Figure 1. Register map, names as in the netlist (run 1).
Bar = 20 µm.
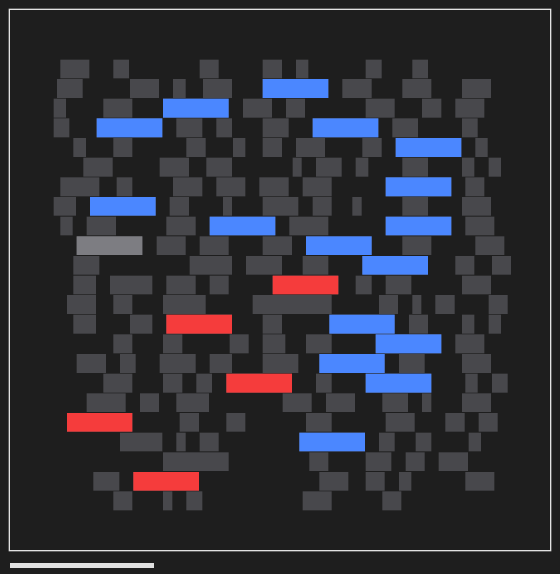
Figure 2. Routed metal per tile (run 1).
15 x 15 tiles, from dark blue (low) to red (high), scaled to the fullest tile. Values are wire area over tile area, all layers added.
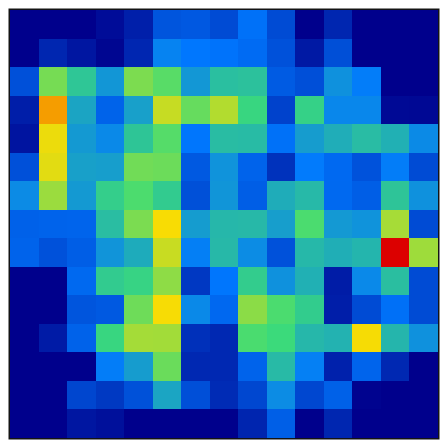
Figure 3. Cell outlines without signal wires (run 1).
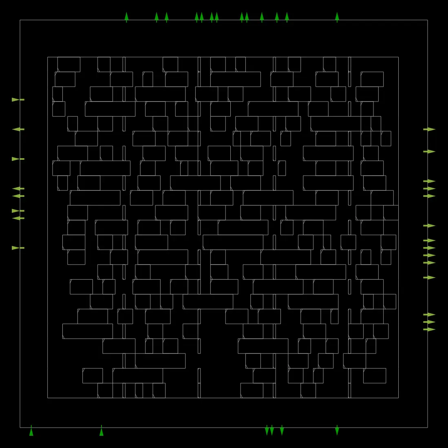
Figure 4. Routed clock nets over the placement (run 1).
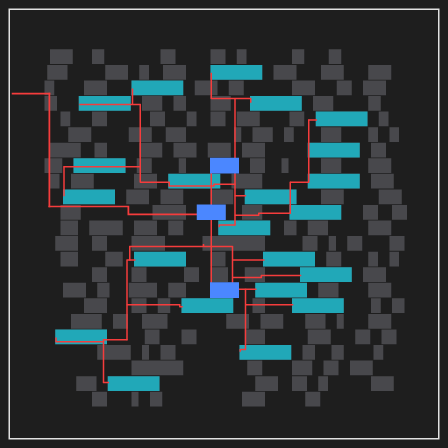
## src/rtl/ccff_chain_seg.sv

```systemverilog
// -----------------------------------------------------------------------------
// ccff_chain_seg
//
// One segment of the fabric configuration chain. Bits are shifted in serially
// on prog_clk, held in a WIDTH-bit shift register and driven out as true and
// complement configuration words to the routing muxes and LUTs. Once a segment
// has received WIDTH bits it is full and can be locked. A locked segment
// freezes its contents and passes ccff_head straight through to ccff_tail, so
// segments further down the chain can be reprogrammed without disturbing it.
//
// Optional feature (compile-time macro): CCFF_SHADOW_EN
//   When defined, a shadow register sits between the shift register and the
//   fabric outputs. It is loaded from the shift register on commit (only in
//   FULL or LOCKED), so mem_out/mem_outb stay stable while bits are shifting.
//   When undefined, mem_out follows the shift register directly and commit is
//   unused.
//
// Parameters
//   WIDTH      configuration bits held by the segment (>= 2)
//   INVERT_OUT 1: mem_out carries the complement of the stored bits
//   CNT_W      shift-counter width, derived from WIDTH
//
// Ports
//   prog_clk    in   programming clock, all state on rising edge
//   prog_rst_n  in   asynchronous active-low reset
//   ccff_head   in   serial configuration data in
//   shift_en    in   shift one bit this cycle
//   lock        in   lock request, honoured only when FULL
//   commit      in   shadow update strobe (CCFF_SHADOW_EN only)
//   ccff_tail   out  serial data out to the next segment
//   mem_out     out  configuration word
//   mem_outb    out  complement of mem_out
//   cfg_done    out  segment holds a full WIDTH-bit configuration
//   locked      out  segment is locked
// -----------------------------------------------------------------------------
module ccff_chain_seg #(
   parameter int WIDTH      = 16,
   parameter bit INVERT_OUT = 1'b0,
   localparam int CNT_W     = $clog2(WIDTH + 1)
) (
   input  logic             prog_clk,
   input  logic             prog_rst_n,
   input  logic             ccff_head,
   input  logic             shift_en,
   input  logic             lock,
   input  logic             commit,
   output logic             ccff_tail,
   output logic [WIDTH-1:0] mem_out,
   output logic [WIDTH-1:0] mem_outb,
   output logic             cfg_done,
   output logic             locked
);

   typedef enum logic [1:0] {
      ST_EMPTY   = 2'd0,
      ST_FILLING = 2'd1,
      ST_FULL    = 2'd2,
      ST_LOCKED  = 2'd3
   } state_e;

   localparam logic [CNT_W-1:0] CNT_ZERO = {CNT_W{1'b0}};
   localparam logic [CNT_W-1:0] CNT_ONE  = {{(CNT_W-1){1'b0}}, 1'b1};
   localparam logic [CNT_W-1:0] CNT_FULL = CNT_W'(WIDTH);

   logic [WIDTH-1:0] sr_r;
   logic [WIDTH-1:0] sr_nxt_s;
   logic [CNT_W-1:0] cnt_r;
   logic [CNT_W-1:0] cnt_nxt_s;
   logic             lock_r;
   logic             lock_nxt_s;
   state_e           state_s;
   logic [WIDTH-1:0] src_s;
   logic [WIDTH-1:0] cfg_s;

   // State decode: the state is not stored separately, it is implied by the
   // shift count and the lock flag.
   always_comb begin
      state_s = ST_EMPTY;
      if (lock_r) begin
         state_s = ST_LOCKED;
      end else if (cnt_r == CNT_FULL) begin
         state_s = ST_FULL;
      end else if (cnt_r == CNT_ZERO) begin
         state_s = ST_EMPTY;
      end else begin
         state_s = ST_FILLING;
      end
   end

   // Next-state logic for shift register, counter and lock flag.
   always_comb begin
      sr_nxt_s   = sr_r;
      cnt_nxt_s  = cnt_r;
      lock_nxt_s = lock_r;
      case (state_s)
         ST_EMPTY, ST_FILLING: begin
            // lock is ignored here; nothing is latched for later
            if (shift_en) begin
               sr_nxt_s  = {sr_r[WIDTH-2:0], ccff_head};
               cnt_nxt_s = cnt_r + CNT_ONE;
            end else begin
               sr_nxt_s  = sr_r;
               cnt_nxt_s = cnt_r;
            end
         end
         ST_FULL: begin
            // lock beats a simultaneous shift; the counter stays saturated
            // and surplus bits simply flow on towards ccff_tail
            if (lock) begin
               lock_nxt_s = 1'b1;
            end else if (shift_en) begin
               sr_nxt_s = {sr_r[WIDTH-2:0], ccff_head};
            end else begin
               sr_nxt_s = sr_r;
            end
         end
         ST_LOCKED: begin
            // frozen until reset
            lock_nxt_s = 1'b1;
         end
         default: begin
            sr_nxt_s   = sr_r;
            cnt_nxt_s  = cnt_r;
            lock_nxt_s = lock_r;
         end
      endcase
   end

   // State registers: shift register, shift counter and lock flag.
   always_ff @(posedge prog_clk or negedge prog_rst_n) begin
      if (!prog_rst_n) begin
         sr_r   <= {WIDTH{1'b0}};
         cnt_r  <= CNT_ZERO;
         lock_r <= 1'b0;
      end else begin
         sr_r   <= sr_nxt_s;
         cnt_r  <= cnt_nxt_s;
         lock_r <= lock_nxt_s;
      end
   end

`ifdef CCFF_SHADOW_EN
   logic [WIDTH-1:0] shadow_r;
   logic             commit_take_s;

   assign commit_take_s = commit && ((state_s == ST_FULL) || (state_s == ST_LOCKED));

   // Shadow register: samples the pre-shift contents of sr on an accepted
   // commit, so the fabric never sees partially shifted data.
   always_ff @(posedge prog_clk or negedge prog_rst_n) begin
      if (!prog_rst_n) begin
         shadow_r <= {WIDTH{1'b0}};
      end else if (commit_take_s) begin
         shadow_r <= sr_r;
      end else begin
         shadow_r <= shadow_r;
      end
   end

   assign src_s = shadow_r;
`else
   logic unused_commit_s;

   assign unused_commit_s = commit;
   assign src_s           = sr_r;
`endif

   // Output drive: status flags, serial tail (bypassed when locked) and the
   // true/complement configuration words.
   always_comb begin
      cfg_done = (state_s == ST_FULL) || (state_s == ST_LOCKED);
      locked   = (state_s == ST_LOCKED);
      if (state_s == ST_LOCKED) begin
         ccff_tail = ccff_head;
      end else begin
         ccff_tail = sr_r[WIDTH-1];
      end
      if (INVERT_OUT) begin
         cfg_s = ~src_s;
      end else begin
         cfg_s = src_s;
      end
      mem_out  = cfg_s;
      mem_outb = ~cfg_s;
   end

endmodule

```

## config.mk

```make
export PLATFORM = sky130hd
export DESIGN_NAME = ccff_chain_seg
export DESIGN_NICKNAME = d
export VERILOG_FILES = /design/src/rtl/ccff_chain_seg.sv
export SDC_FILE = /design/constraint.sdc
export NUM_CORES = 1
export LEC_CHECK = 0
export CELL_PAD_IN_SITES_DETAIL_PLACEMENT = 2
export CELL_PAD_IN_SITES_GLOBAL_PLACEMENT = 2
export CORE_MARGIN = 5
export CORE_UTILIZATION = 23
export CTS_BUF_LIST = sky130_fd_sc_hd__clkbuf_8 sky130_fd_sc_hd__clkbuf_16
export DETAILED_ROUTE_END_ITERATION = 6
export GPL_TIMING_DRIVEN = 1
export PLACE_DENSITY_LB_ADDON = 0.1
export SETUP_SLACK_MARGIN = 0.3
export SYNTH_ARGS = -nofsm -noshare
export SYNTH_HDL_FRONTEND = slang
export SYNTH_SLANG_ARGS = --single-unit
```

## constraint.sdc

```tcl
create_clock -name prog_clk -period 1.8 [get_ports prog_clk]
set_clock_uncertainty 0.15 [all_clocks]
set_input_delay 0.54 -clock prog_clk [delete_from_list [all_inputs] [get_ports prog_clk]]
set_output_delay 0.54 -clock prog_clk [all_outputs]
set_load 0.01 [all_outputs]
```

==> results.sh, run 1 <==
# physical design summary
export IMPL_status="complete, but fails checks"
export IMPL_failing_checks="negative setup slack"
export IMPL_cts_root_buffer_cell="clkbuf_8"
export IMPL_fin_area_um2=1990
export IMPL_first_pass_iters=2
export IMPL_synthCells=78
export IMPL_max_cap_violations=0
export IMPL_synth_cells_yosys=78
export IMPL_die_height_um=74.8
export IMPL_logic_family="multiplexers"
export IMPL_syn_nets=86
export IMPL_edf_count=0
export IMPL_p_total_mw=4.18
export IMPL_final_critical_period_ns=2.08
export IMPL_dominantRegCellSynth="dfrtp_1"
export IMPL_timing_hold_worst_class="register to register"
export IMPL_report_final_hold_viol_count=0
export IMPL_cts_buffers=3
export IMPL_yosys_area_share_aoi_pct=3.89
export IMPL_post_dp_cell_area_um2=1530
export IMPL_antenna_found_initial=0
export IMPL_chip_area_um2=5600
export IMPL_rsz0062_at_grt="yes"
export IMPL_crit_path_top_delay_cell="dfrtp_1"
export IMPL_cts_path_max_buffers=2
export IMPL_tritoncts="yes"
export IMPL_top_level_ports=41
export IMPL_vias=925
export IMPL_post_cts_resized=220
export IMPL_gp_routability_congestion=0.752
export IMPL_synthTopCellsByCount="dfrtp_1 (22), inv_1 (18), mux2i_1 (15), xnor2_1 (3)"
export IMPL_power_leakage_nw=1.01
export IMPL_cp_arrival_ns=1.39
export IMPL_power_density_nw_per_um2=2100
export IMPL_critical_path_top_delay_family="simple AND/OR/NAND/NOR gates"
export IMPL_h_tree_lvls=1
export IMPL_floorplanUtilization_pct=24.0
export IMPL_grt_use_total_pct=11.7
export IMPL_detailed_place_hpwl_mm=2.03
export IMPL_critPathRequiredTime_ns=1.11
export IMPL_clock_sinks=22
export IMPL_inverters_excl_clock=18
export IMPL_synthXorXnorAreaFrac_pct=2.72
export IMPL_synthDominantAreaCellType="dfrtp_1"
export IMPL_place_inst=181
export IMPL_clk_pin_slew_ns=0.09
export IMPL_ys_warn_count=0
export IMPL_worst_slew_pin_transition_ns=0.297
export IMPL_globalRoute_totalOverflow=0
export IMPL_sequential_cell_total=22
export IMPL_report_final_setup_viol=19
export IMPL_final_net_count=181
export IMPL_yosys_cell_types_count=21
export IMPL_tool_warning_count=31
export IMPL_route_detailed_drc=0
export IMPL_yosys_top_cells_area="dfrtp_1 (57%), mux2i_1 (16%), inv_1 (7.0%)"
export IMPL_global_route_wire_length_before_repair_mm=4.99
export IMPL_mux_share_pct=17.9
export IMPL_ys_seq_elements=22
export IMPL_totalWireLength_mm=3.20
export IMPL_antenna_violating_nets_post_route=0
export IMPL_post_cts_setup_buffer_count=27
export IMPL_num_clock_buffers=3
export IMPL_n_multi_input_combinational_cell=36
export IMPL_grt_pass1_vias=1010
export IMPL_dominant_cell_class="buffers"
export IMPL_crit_path_start_kind="register"
export IMPL_cp_cell_sequence="inv_2 > ha_4 > and4bb_4 > or2_4 > buf_6"
export IMPL_syn_mean_instance_area_um2=12.4
export IMPL_max_freq_ghz=0.481
export IMPL_flop_area_um2=551
export IMPL_fillers=400
export IMPL_fp_dieW_um=74.8
export IMPL_seq_area_frac_synth_pct=57.0
export IMPL_synth_yosys_chip_area_um2=966
export IMPL_multi_input_combinational_area_share_pct=19.7
export IMPL_buffers_added_on_ports=39
export IMPL_drt_initial_drc_count=26
export IMPL_timing_final_ws_setup_ns=-0.278
export IMPL_area_share_clock_buf_inv_pct=3.59
export IMPL_drv_slew=0
export IMPL_synth_simple_gate_area_share_pct=6.99
export IMPL_vdd_ir_drop_worst_mv=0.717
export IMPL_timing_critical_path_fanout_max=2
export IMPL_slew_headroom_pct=80.2
export IMPL_wl_per_cell_um=14.4
export IMPL_route_detailed_vias_per_inst=4.17
export IMPL_async_flop_share_pct=100
export IMPL_finalSetupTns_ns=-2.44
export IMPL_floorplan_rows=23
export IMPL_layout_nonclk_buf_share_pct=41.1
export IMPL_mappedNetlistArea_um2=966
export IMPL_synth_adder_area_share_pct=2.59
export IMPL_timing_critical_path_slowest_cell_delay_ns=0.38
export IMPL_non_clock_buffer_count=92
export IMPL_finalClockPeriodUsage_pct=115
export IMPL_synth_top_area_share_pct=57.0
export IMPL_combGateArea_um2=392
export IMPL_cts_hold_buf=0
export IMPL_syn2layout_area_growth_pct=106
export IMPL_final_layout_size_suffix_gt1_share_pct=72.1
export IMPL_synth_dominant_cell_count="dfrtp_1"
export IMPL_worst_setup_path_end_kind="output port"
export IMPL_critical_path_class="register to output port"
export IMPL_grt_max_degree=23
export IMPL_crit_buf_inv=2
export IMPL_diodes=0
Notes on Figure 1 above:
legend:
  cnt_r:
    color: red
    sequential_cells: 5
  mem_out:
    color: blue
    sequential_cells: 16
not colored: 1

Notes on Figure 2 above:
mean over tiles: 0.089
emptiest ninth of the die: lower left
tiles over half the peak: 14%
nearly empty tiles: 18%

Notes on Figure 3 above:
fin cells: 222
final core area utilization: 49.3%
floorplan core area: 4030 µm²
share of cell area taken by flip-flops and latches: 27.7%
number of well taps: 50

Notes on Figure 4 above:
legend:
  cells driving clock nets:
    color: blue
    count: 3
  flip-flops:
    color: cyan
    count: 22
  clock wires:
    color: red
    length: 326 µm
routed clock nets: 4
clock share of power: 11.1%
worst-skew pair later-pin latency: 0.26 ns
reported clock group power: 0.464 mW

==> run 1: worst paths after layout <==
path | slack [ns] | from | depth (start not counted) | end
setup reg to reg | -0.16 | cnt_r[1]$_DFFE_PN0P_ | 9 | mem_out[11]$_DFFE_PN0P_
max in group asynchronous | 0.79 | prog_rst_n | 2 | mem_out[13]$_DFFE_PN0P_
setup / recovery | -0.28 | cnt_r[1]$_DFFE_PN0P_ | 5 | cfg_done
hold / removal | 0.42 | cnt_r[4]$_DFFE_PN0P_ | 2 | cnt_r[4]$_DFFE_PN0P_
min in group asynchronous | 0.48 | prog_rst_n | 2 | lock_r$_DFFE_PN0P_
hold reg to reg | 0.42 | cnt_r[4]$_DFFE_PN0P_ | 2 | cnt_r[4]$_DFFE_PN0P_
==> run 1: stage by stage <==
step	hold WS (ns)	worst slack (ns)
floorplan	0.0944	0.0738
detailed placement	0.378	-0.660
CTS	0.426	-0.274
finish	0.416	-0.278
global route	0.437	-0.320
global placement	0.390	-0.582
==> run 1: power breakdown <==
part | leakage (nW) | switching, mW | total, mW | internal, mW
clock network | 0.0357 | 0.167 | 0.464 | 0.297
logic | 0.721 | 1.12 | 2.78 | 1.66
registers | 0.257 | 0.179 | 0.931 | 0.752
==> run 1: layer usage <==
metal  up-vias  GRT usage [%]  share of wire (%)
li1        435              -                  -
met1       466           13.7                 39
met2        22           21.6                 55
met3         2           2.00                5.6
met4         0           3.56               0.59
met5         -              0                  0
==> run 1: registers in the layout, summed over array words and instances, names as in the netlist <==
signal   cells
cnt_r        5
lock_r       1
mem_out     16
==> run 1: cells by family after synthesis <==
kind of cell | Yosys count
flip-flops | 22
AND-OR/OR-AND | 4
buffers and inverters | 20
multiplexers | 17
AND/OR/NAND/NOR | 10
adder cells (fa/ha/maj) | 2
XOR/XNOR | 3
==> run 1: cells in the final DEF (no fill, tap or decap) <==
| cell type | netlist | final |
|---|---|---|
| clkdlybuf4s15_2 | 0 | 1 |
| xnor2_2 | 0 | 1 |
| nor2_4 | 0 | 1 |
| clkdlybuf4s50_1 | 0 | 2 |
| nand3b_1 | 1 | 1 |
| o21ai_2 | 0 | 1 |
| dfrtp_1 | 22 | 22 |
| buf_2 | 0 | 15 |
| xnor2_1 | 3 | 2 |
| nor3_4 | 0 | 1 |
| nand2_2 | 0 | 1 |
| mux2_4 | 0 | 2 |
| a21o_2 | 1 | 1 |
| or2_4 | 0 | 1 |
| nor2b_4 | 0 | 1 |
| dlygate4sd2_1 | 0 | 1 |
| ha_4 | 0 | 1 |
| nand4_1 | 2 | 2 |
| bufinv_16 | 0 | 1 |
| mux2i_1 | 15 | 15 |
| clkbuf_8 | 0 | 3 |
| nand2b_1 | 1 | 1 |
| a21oi_4 | 1 | 1 |
| inv_2 | 0 | 7 |
| ha_1 | 2 | 1 |
| buf_6 | 0 | 39 |
| a21o_1 | 1 | 1 |
| and4bb_4 | 1 | 1 |
| buf_4 | 0 | 33 |
| inv_4 | 0 | 11 |
| buf_8 | 1 | 1 |
==> run 1: tightest hold or removal path, cell delays in order, from the launching register on <==
cell	delay [ns]
dfrtp_1	0.37
buf_4	0.11
xnor2_1	0.05
Figure 5. Cells by drive strength (run 1).
Bar = 20 µm.
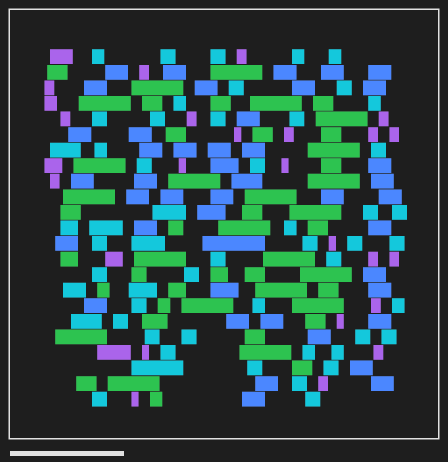

==> run 2, diff against run 1 <==
CORE_ASPECT_RATIO = 1.25   (was default)
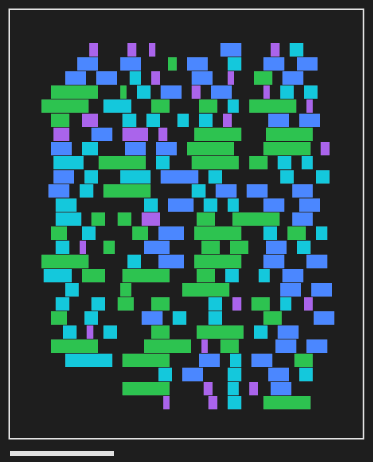
Figure 6: run 2, cells by drive strength.
Bar = 20 µm.
legend:
  drive 6 and up:
    color: blue
    cells: 47
    share: 27%
  drive 1 or less:
    color: green
    cells: 49
    share: 28%
  drive 2:
    color: purple
    cells: 25
    share: 14%
  drive 3 to 4:
    color: cyan
    cells: 56
    share: 32%
Setup WS post-layout: -0.266 ns
final design instance area without fill: 2020 µm²
number of non-clock buffers in the layout: 97
Area Growth Syn to Fin: 109%

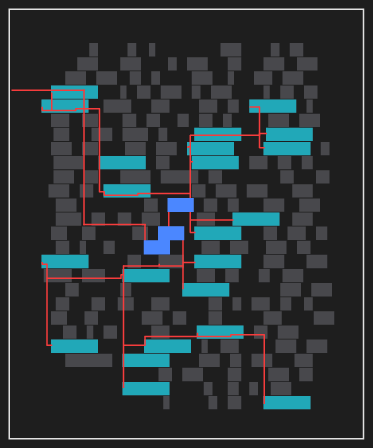
Figure 7: run 2, routed clock nets over the placement.
legend:
  flip-flops:
    color: cyan
    count: 22
  clock wires:
    color: red
    length: 295 µm
  cells driving clock nets:
    color: blue
    count: 3
routed clock nets: 4

==> results.sh, run 2 <==
# physical design summary
export IMPL_timing_critical_path_fanout_max=2
export IMPL_detailed_place_hpwl_mm=2.05
export IMPL_critical_path_top_delay_family="simple AND/OR/NAND/NOR gates"
export IMPL_final_layout_size_suffix_gt1_share_pct=72.3
export IMPL_syn_nets=86
export IMPL_synthDominantAreaCellType="dfrtp_1"
export IMPL_ys_warn_count=0
export IMPL_tritoncts="yes"
export IMPL_failing_checks="negative setup slack"
export IMPL_cp_arrival_ns=1.38
export IMPL_tool_warning_count=31
export IMPL_synth_yosys_chip_area_um2=966
export IMPL_min_delay_path_depth=1
export IMPL_floorplan_core_area_um2=4070
export IMPL_critical_path_class="register to output port"
export IMPL_route_detailed_drc=0
export IMPL_antenna_found_initial=0
export IMPL_final_net_count=186
export IMPL_layout_cells_most_common_list="buf_6 (42), buf_4 (38), dfrtp_1 (22)"
export IMPL_max_reg_flops=16
export IMPL_reg2reg_to="mem_out[6]$_DFFE_PN0P_"
export IMPL_globalRouteMet3Util_pct=1.76
export IMPL_met2_usage_pct=21.1
export IMPL_gp_routability_congestion=0.734
export IMPL_max_freq_ghz=0.484
export IMPL_edf_count=0
export IMPL_h_tree_lvls=1
export IMPL_reg2reg_from="cnt_r[0]$_DFFE_PN0P_"
export IMPL_globalRoute_totalOverflow=0
export IMPL_async_flop_share_pct=100
export IMPL_rsz0062_at_grt="yes"
export IMPL_floorplanUtilization_pct=23.8
export IMPL_r2r_setup_slack_ns=-0.10
export IMPL_grt_use_total_pct=10.9
export IMPL_antenna_violating_nets_post_route=0
export IMPL_report_final_hold_viol_count=0
export IMPL_route_detailed_vias_per_inst=4.06
export IMPL_crit_buf_inv=2
export IMPL_worst_setup_path_end_kind="output port"
export IMPL_grt_max_degree=23
export IMPL_timing_hold_worst_class="register to register"
export IMPL_top_level_ports=41
export IMPL_fp_dieW_um=68.0
export IMPL_cts_buffers=3
export IMPL_finalClockPeriodUsage_pct=115
export IMPL_synthTopCellsByCount="dfrtp_1 (22), inv_1 (18), mux2i_1 (15), xnor2_1 (3)"
export IMPL_yosys_cell_types_count=21
export IMPL_totalWireLength_mm=3.49
export IMPL_die_height_um=82.5
export IMPL_global_route_wire_length_before_repair_mm=4.66
export IMPL_drv_slew=0
export IMPL_dominantRegCellSynth="dfrtp_1"
export IMPL_status="complete, but fails checks"
export IMPL_wl_per_cell_um=15.0
export IMPL_globalRoute_busiestLayer="met2"
export IMPL_synth_dominant_cell_count="dfrtp_1"
export IMPL_syn_mean_instance_area_um2=12.4
export IMPL_cts_path_max_buffers=2
export IMPL_floorplan_rows=26
export IMPL_drt_initial_drc_count=12
export IMPL_power_leakage_nw=1.03
export IMPL_cp_cell_sequence="inv_2 > ha_4 > and4bb_4 > or2_4 > buf_6"
export IMPL_slew_headroom_pct=80.8
export IMPL_timing_final_ws_setup_ns=-0.266
export IMPL_chip_area_um2=5600
export IMPL_clock_sinks=22
export IMPL_max_cap_violations=0
export IMPL_crit_path_start_kind="register"
export IMPL_power_density_nw_per_um2=2100
export IMPL_synth_top_area_share_pct=57.0
export IMPL_crit_path_top_delay_cell="dfrtp_1"
export IMPL_timing_critical_path_slowest_cell_delay_ns=0.36
export IMPL_worst_slew_pin_transition_ns=0.289
export IMPL_worst_skew_pair_late_latency_ns=0.26
export IMPL_final_critical_period_ns=2.07
export IMPL_yosys_top_cells_area="dfrtp_1 (57%), mux2i_1 (16%), inv_1 (7.0%)"
export IMPL_ys_seq_elements=22
export IMPL_report_final_setup_viol=18
export IMPL_buffers_added_on_ports=39
export IMPL_first_pass_iters=2
export IMPL_vias=946
export IMPL_reg2reg_depth=8
export IMPL_groute_layer_met1_usage_pct=12.0
export IMPL_p_total_mw=4.23
export IMPL_timing_critical_path_depth=5
export IMPL_mappedNetlistArea_um2=966
export IMPL_final_core_utilization_pct=49.6
## run 2: timing repair
item | CTS | global route
pin swaps | 2 | 5
resized | 212 | 11
buffers inserted | 22 | 22
endpoints found under the setup margin | 55 | 54
## run 2: worst min path at each step
stage | startpoint | endpoint | slack [ns]
5_1_grt | ccff_head | mem_out[0]$_DFFE_PN0P_ | 0.38
3_3_place_gp | cnt_r[4]$_DFFE_PN0P_ | cnt_r[4]$_DFFE_PN0P_ | 0.31
2_1_floorplan | prog_rst_n | cnt_r[0]$_DFFE_PN0P_ | 0.09
4_1_cts | cnt_r[4]$_DFFE_PN0P_ | cnt_r[4]$_DFFE_PN0P_ | 0.37
3_5_place_dp | cnt_r[4]$_DFFE_PN0P_ | cnt_r[4]$_DFFE_PN0P_ | 0.35
6_report | cnt_r[4]$_DFFE_PN0P_ | cnt_r[4]$_DFFE_PN0P_ | 0.39
## run 2: cell type report
cell class	count	share of cell area (%)
well taps	56	3.47
clock buffers	4	2.73
inverters	18	4.59
flip-flops and latches	22	27.3
repair buffers	97	43.2
multi-input cells	36	18.7
## run 2: report_power, final
group | leakage (nW) | internal, mW | switching, mW
logic | 0.748 | 1.78 | 1.16
clock network | 0.0288 | 0.194 | 0.156
registers | 0.257 | 0.752 | 0.193
## run 2: through the flow
stage	TNS, ns	instances	hold slack (ns)	worst slack, ns
floorplan	0	78	0.0944	0.0738
global placement	-3.18	185	0.312	-0.579
detailed placement	-3.92	185	0.351	-0.600
CTS	-0.275	211	0.372	-0.275
global route	-2.79	233	0.385	-0.333
finish	-1.10	233	0.392	-0.266
## run 2: layer usage
metal	vias to the layer above	share of wire (%)
met5	-	0
met2	20	58
met1	475	36
li1	449	-
met3	2	5.1
met4	0	0.72
## run 2: cell families (layout without fill, tap and decap cells)
| family | Yosys count | after routing | share of synthesized area (%) |
|---|---|---|---|
| flops | 22 | 22 | 57.0 |
| simple gates | 10 | 10 | 7.00 |
| xor+xnor | 3 | 3 | 2.72 |
| mux | 17 | 17 | 17.9 |
| fa+ha+maj | 2 | 2 | 2.59 |
| buf+inv | 20 | 119 | 8.94 |
| compound gates | 4 | 4 | 3.89 |
## run 2: worst register-to-register path, delay by kind of cell, from the launching register on
| family | cells | cell delay [ns] |
|---|---|---|
| flip-flops | 1 | 0.36 |
| multiplexers | 1 | 0.22 |
| adder cells (fa/ha/maj) | 1 | 0.16 |
| AND-OR/OR-AND | 1 | 0.23 |
| AND/OR/NAND/NOR | 1 | 0.20 |
| buffers and inverters | 4 | 0.50 |
No activity file was given, so power comes from the tool's default toggle rates.
